Figure 1. Track usage over the die.
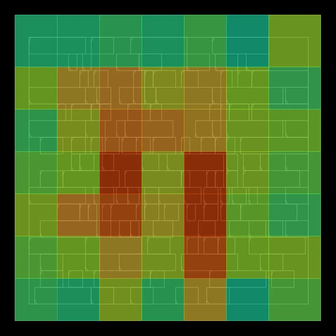
Figure 2. Metal layers overlaid.
Scale bar: 10 um.
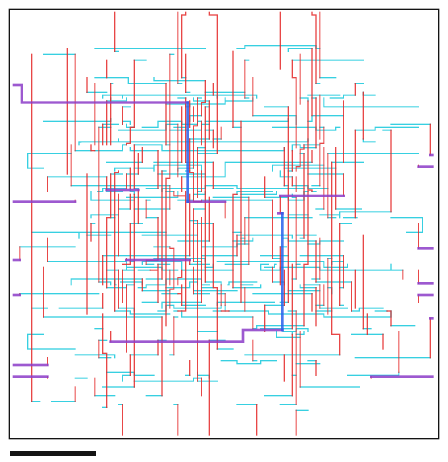
Figure 3. Clock network drawn from the DEF.
Scale bar: 10 um.
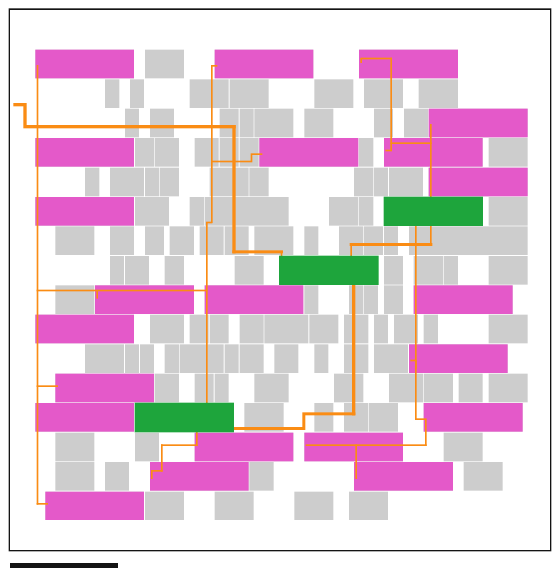
Figure 4. I/O pins on the die edge.
Pins as bars across the die edge, other pins in grey.
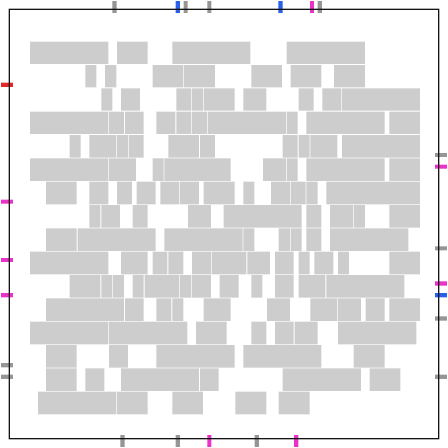
### src/rtl/req_encoder8.sv
// Sequential 8-to-3 priority encoder: sticky rising-edge request capture with a valid/ack
// presentation of the winning index. Latency: one edge from rise to pending/valid. Ack pops in place.
module req_encoder8 #(
    parameter bit LOW_WINS = 1'b0
) (
    input  logic       clk,
    input  logic       rst_n,
    input  logic [7:0] req_i,
    input  logic       clr_i,
    input  logic       ack_i,
    output logic [2:0] idx_o,
    output logic       valid_o,
    output logic [7:0] pending_o,
    output logic       overflow_o
);

    typedef enum logic {IDLE, PRESENT} state_t;

    state_t     state_q, state_d;
    logic [7:0] req_q;
    logic [7:0] pend_q, pend_d;
    logic [2:0] idx_q, idx_d;
    logic       valid_q, valid_d;
    logic       ovf_q, ovf_d;

    logic [7:0] rise;
    logic [7:0] served;
    logic [7:0] next_pend;
    logic [2:0] win;

    assign rise = req_i & ~req_q;

    always_comb begin
        served = '0;
        if (valid_q && ack_i) begin
            served[idx_q] = 1'b1;
        end
    end

    // A fresh rise on a bit being served keeps that bit pending.
    assign next_pend = (pend_q & ~served) | rise;

    // Last hit in scan order wins, so the scan direction sets the priority.
    always_comb begin
        win = 3'd0;
        if (LOW_WINS) begin
            for (int i = 7; i >= 0; i--) begin
                if (next_pend[i]) win = 3'(i);
            end
        end else begin
            for (int i = 0; i < 8; i++) begin
                if (next_pend[i]) win = 3'(i);
            end
        end
    end

    always_comb begin
        state_d = state_q;
        pend_d  = next_pend;
        idx_d   = idx_q;
        valid_d = valid_q;
        ovf_d   = |(rise & pend_q & ~served);
        if (clr_i) begin
            pend_d  = '0;
            valid_d = 1'b0;
            ovf_d   = 1'b0;
            state_d = IDLE;
        end else begin
            case (state_q)
                IDLE: begin
                    if (next_pend != 8'd0) begin
                        idx_d   = win;
                        valid_d = 1'b1;
                        state_d = PRESENT;
                    end
                end
                PRESENT: begin
                    if (ack_i) begin
                        if (next_pend != 8'd0) begin
                            idx_d = win;
                        end else begin
                            valid_d = 1'b0;
                            state_d = IDLE;
                        end
                    end
                end
                default: begin
                    valid_d = 1'b0;
                    state_d = IDLE;
                end
            endcase
        end
    end

    always_ff @(posedge clk or negedge rst_n) begin
        if (!rst_n) begin
            state_q <= IDLE;
            req_q   <= '0;
            pend_q  <= '0;
            idx_q   <= '0;
            valid_q <= 1'b0;
            ovf_q   <= 1'b0;
        end else begin
            state_q <= state_d;
            req_q   <= req_i;
            pend_q  <= pend_d;
            idx_q   <= idx_d;
            valid_q <= valid_d;
            ovf_q   <= ovf_d;
        end
    end

    assign idx_o      = idx_q;
    assign valid_o    = valid_q;
    assign pending_o  = pend_q;
    assign overflow_o = ovf_q;

endmodule

### config.mk
export PLATFORM = sky130hd
export DESIGN_NAME = req_encoder8
export DESIGN_NICKNAME = d
export VERILOG_FILES = /design/src/rtl/req_encoder8.sv
export SDC_FILE = /design/constraint.sdc
export NUM_CORES = 1
export LEC_CHECK = 0
export CAP_MARGIN = 0
export CORE_MARGIN = 2
export CORE_UTILIZATION = 50
export CTS_BUF_LIST = sky130_fd_sc_hd__clkbuf_16
export DETAILED_ROUTE_END_ITERATION = 12
export GPL_TIMING_DRIVEN = 0
export PLACE_DENSITY_LB_ADDON = 0.1
export SYNTH_ARGS = -nofsm -noshare
export SYNTH_HDL_FRONTEND = slang
export SYNTH_SLANG_ARGS = --single-unit
### constraint.sdc
create_clock -name clk -period 6.2 [get_ports clk]
set_input_delay 1.86 -clock clk [delete_from_list [all_inputs] [get_ports clk]]
set_output_delay 1.86 -clock clk [all_outputs]
set_load 0.1 [all_outputs]
==> impl_metrics.tcl <==
# implementation run metrics
set metrics [dict create \
    slowest_delay_ns 0.53 \
    power.leakage_nw 0.5820 \
    ys_cells 106 \
    seq_area_um2 550.5 \
    ys_warn_count 0 \
    slew_violations 0 \
    start_kind "input port" \
    overflow 0 \
    cts_setup_buffers 0 \
    preCtsSetupSlack_ns 1.972 \
    grt_pass1_vias 868 \
    io_buffer_count 24 \
    initial_utilization_pct 53.09 \
    end_kind "flop" \
    status "complete, no violations" \
    place_hpwl_um 1712 \
    edf_count 0 \
    wl_met3_um 97 \
    synthFlopType "dfrtp_1" \
    setup_violations 0 \
    die-height_um 49.88 \
    p_per_area_nw_per_um2 335.4 \
    cts_resized 0 \
    cts_tree "yes" \
    ys_chip_area_um2 1052 \
    relSlewSlack_pct 34.49 \
    cts_made_buffers 3 \
    area_growth_pct 36.03 \
    clock_sinks 22 \
    tool_warnings 26 \
    rsz0062_at_grt "false" \
    grt_pass1_wl_um 3974 \
    max_freq_ghz 0.2511 \
    grt_max_degree 23 \
    syn-cell-area_um2 1052 \
    fin_hold_ws_ns 0.4961 \
    final_antenna_net_count 0 \
    fillers 148 \
    avgSynthCellArea_um2 9.927 \
    dpl_cell_area_um2 1326 \
    min_path_type "reg -> reg" \
    drc 0 \
    setup_ws_ns 2.218 \
    cts_root_buffer "clkbuf_16" \
    required_ns 6.38 \
    drtIter0Drc 14 \
]
Back to the opening pictures, Figure 1:
routed len/inst: 14.05 um
GRT busiest layer: met2
GR Layer Usage met2: 34.22%
routing usage on met1: 26.93%
met3 Usage GRT: 6.667%

Back to the opening pictures, Figure 2:
[metal 2] red | wire length: 1090 um
[metal 4] blue | wire length: 25.2 um
[metal 1] cyan | wire length: 1050 um
[metal 3] purple | wire length: 97.0 um
gr usage total: 21.19%
Via Count: 886

Back to the opening pictures, Figure 3:
[clock drivers] green | count: 3
[flip-flops] magenta | count: 22
[clock wires] orange | length: 265 um
routed clock nets: 4
flops lie: spread over the die

Back to the opening pictures, Figure 4:
[idx_o] blue | pins: 3 | direction: output | edge: 2 top, 1 right
[pending_o] magenta | pins: 8 | direction: output | edge: 3 left, 2 bottom, 2 right, 1 top
[clk] red | pins: 1 | direction: input | edge: left

==> state kept, by name, indices dropped and copies added, names as in the netlist <==
register,flops
state_q,1
pending_o,8
req_q,8
idx_o,3
overflow_o,1
valid_o,1
==> layout make-up <==
class	count	area share (%)
buffer	2	0.5245
clock buffer	3	5.245
clock inverter	1	2.098
inverter	5	1.311
multi-input combinational	77	33.22
sequential	22	38.46
tap	27	2.360
timing repair buffer	24	16.78
==> worst max-delay path, delay by kind of cell <==
kind / cells / cell delay [ns]
multiplexers: 1 / 0.18
AND/OR/NAND/NOR: 4 / 1.09
buffers and inverters: 1 / 0.53
AND-OR/OR-AND: 1 / 0.50
==> path summary, 6_finish.rpt <==
| kind | from | to | slack (ns) | cells after the start |
|---|---|---|---|---|
| worst max-delay path | ack_i | idx_o[0] | 2.22 | 7 |
| worst min-delay path | state_q | valid_o | 0.50 | 1 |
| worst max register to register | idx_o[1] | idx_o[0] | 3.87 | 6 |
| worst min register to register | state_q | valid_o | 0.50 | 1 |
| max in group asynchronous | rst_n | req_q[3] | 3.49 | 1 |
| min in group asynchronous | rst_n | pending_o[4] | 2.13 | 1 |
==> synthesized netlist by cell type, types with 2 or more instances <==
| master | instances | area share (%) |
|---|---|---|
| a21oi_1 | 7 | 3.3 |
| a31oi_1 | 4 | 2.4 |
| a32oi_1 | 2 | 1.7 |
| and2_1 | 2 | 1.2 |
| clkbuf_1 | 2 | 0.71 |
| dfrtp_1 | 22 | 52 |
| inv_1 | 4 | 1.4 |
| nand2_1 | 4 | 1.4 |
| nand2b_1 | 8 | 4.8 |
| nand3b_1 | 3 | 2.1 |
| nor2_1 | 14 | 5.0 |
| nor2b_1 | 4 | 2.4 |
| o21ai_0 | 9 | 4.3 |
| o31ai_1 | 2 | 1.4 |
| or2_2 | 2 | 1.2 |
==> logic make-up (layout without fill, tap and decap cells) <==
family	Yosys count	in the layout	share of synthesized area, %
flip-flops	22	22	52.32
buffers and inverters	7	35	2.497
AND/OR/NAND/NOR	42	42	23.54
AND-OR/OR-AND	34	34	20.69
multiplexers	1	1	0.9513
==> cell usage in the layout (no fill, tap or decap), drive strengths merged, types with 2 or more instances in the layout <==
cell type      Yosys  final
o21ai             10     10
and2               2      2
nand2b             8      8
a21oi              7      7
clkdlybuf4s50      0     24
nor2b              4      4
nand3b             3      3
nor2              14     14
inv                5      5
a32oi              2      2
clkbuf             2      5
nand2              4      4
o31ai              2      2
or2                2      2
dfrtp             22     22
a31oi              4      4
==> routing by layer <==
metal | up-vias | track usage, %
li1 | 441 | -
met1 | 420 | 26.93
met2 | 21 | 34.22
met3 | 4 | 6.667
met4 | 0 | 6.944
met5 | - | 0
==> report_power, final <==
part,internal [mW],switching [mW]
Sequential,0.155,0.0105
Clock,0.128,0.0507
Combinational,0.0368,0.0989
Total,0.320,0.160
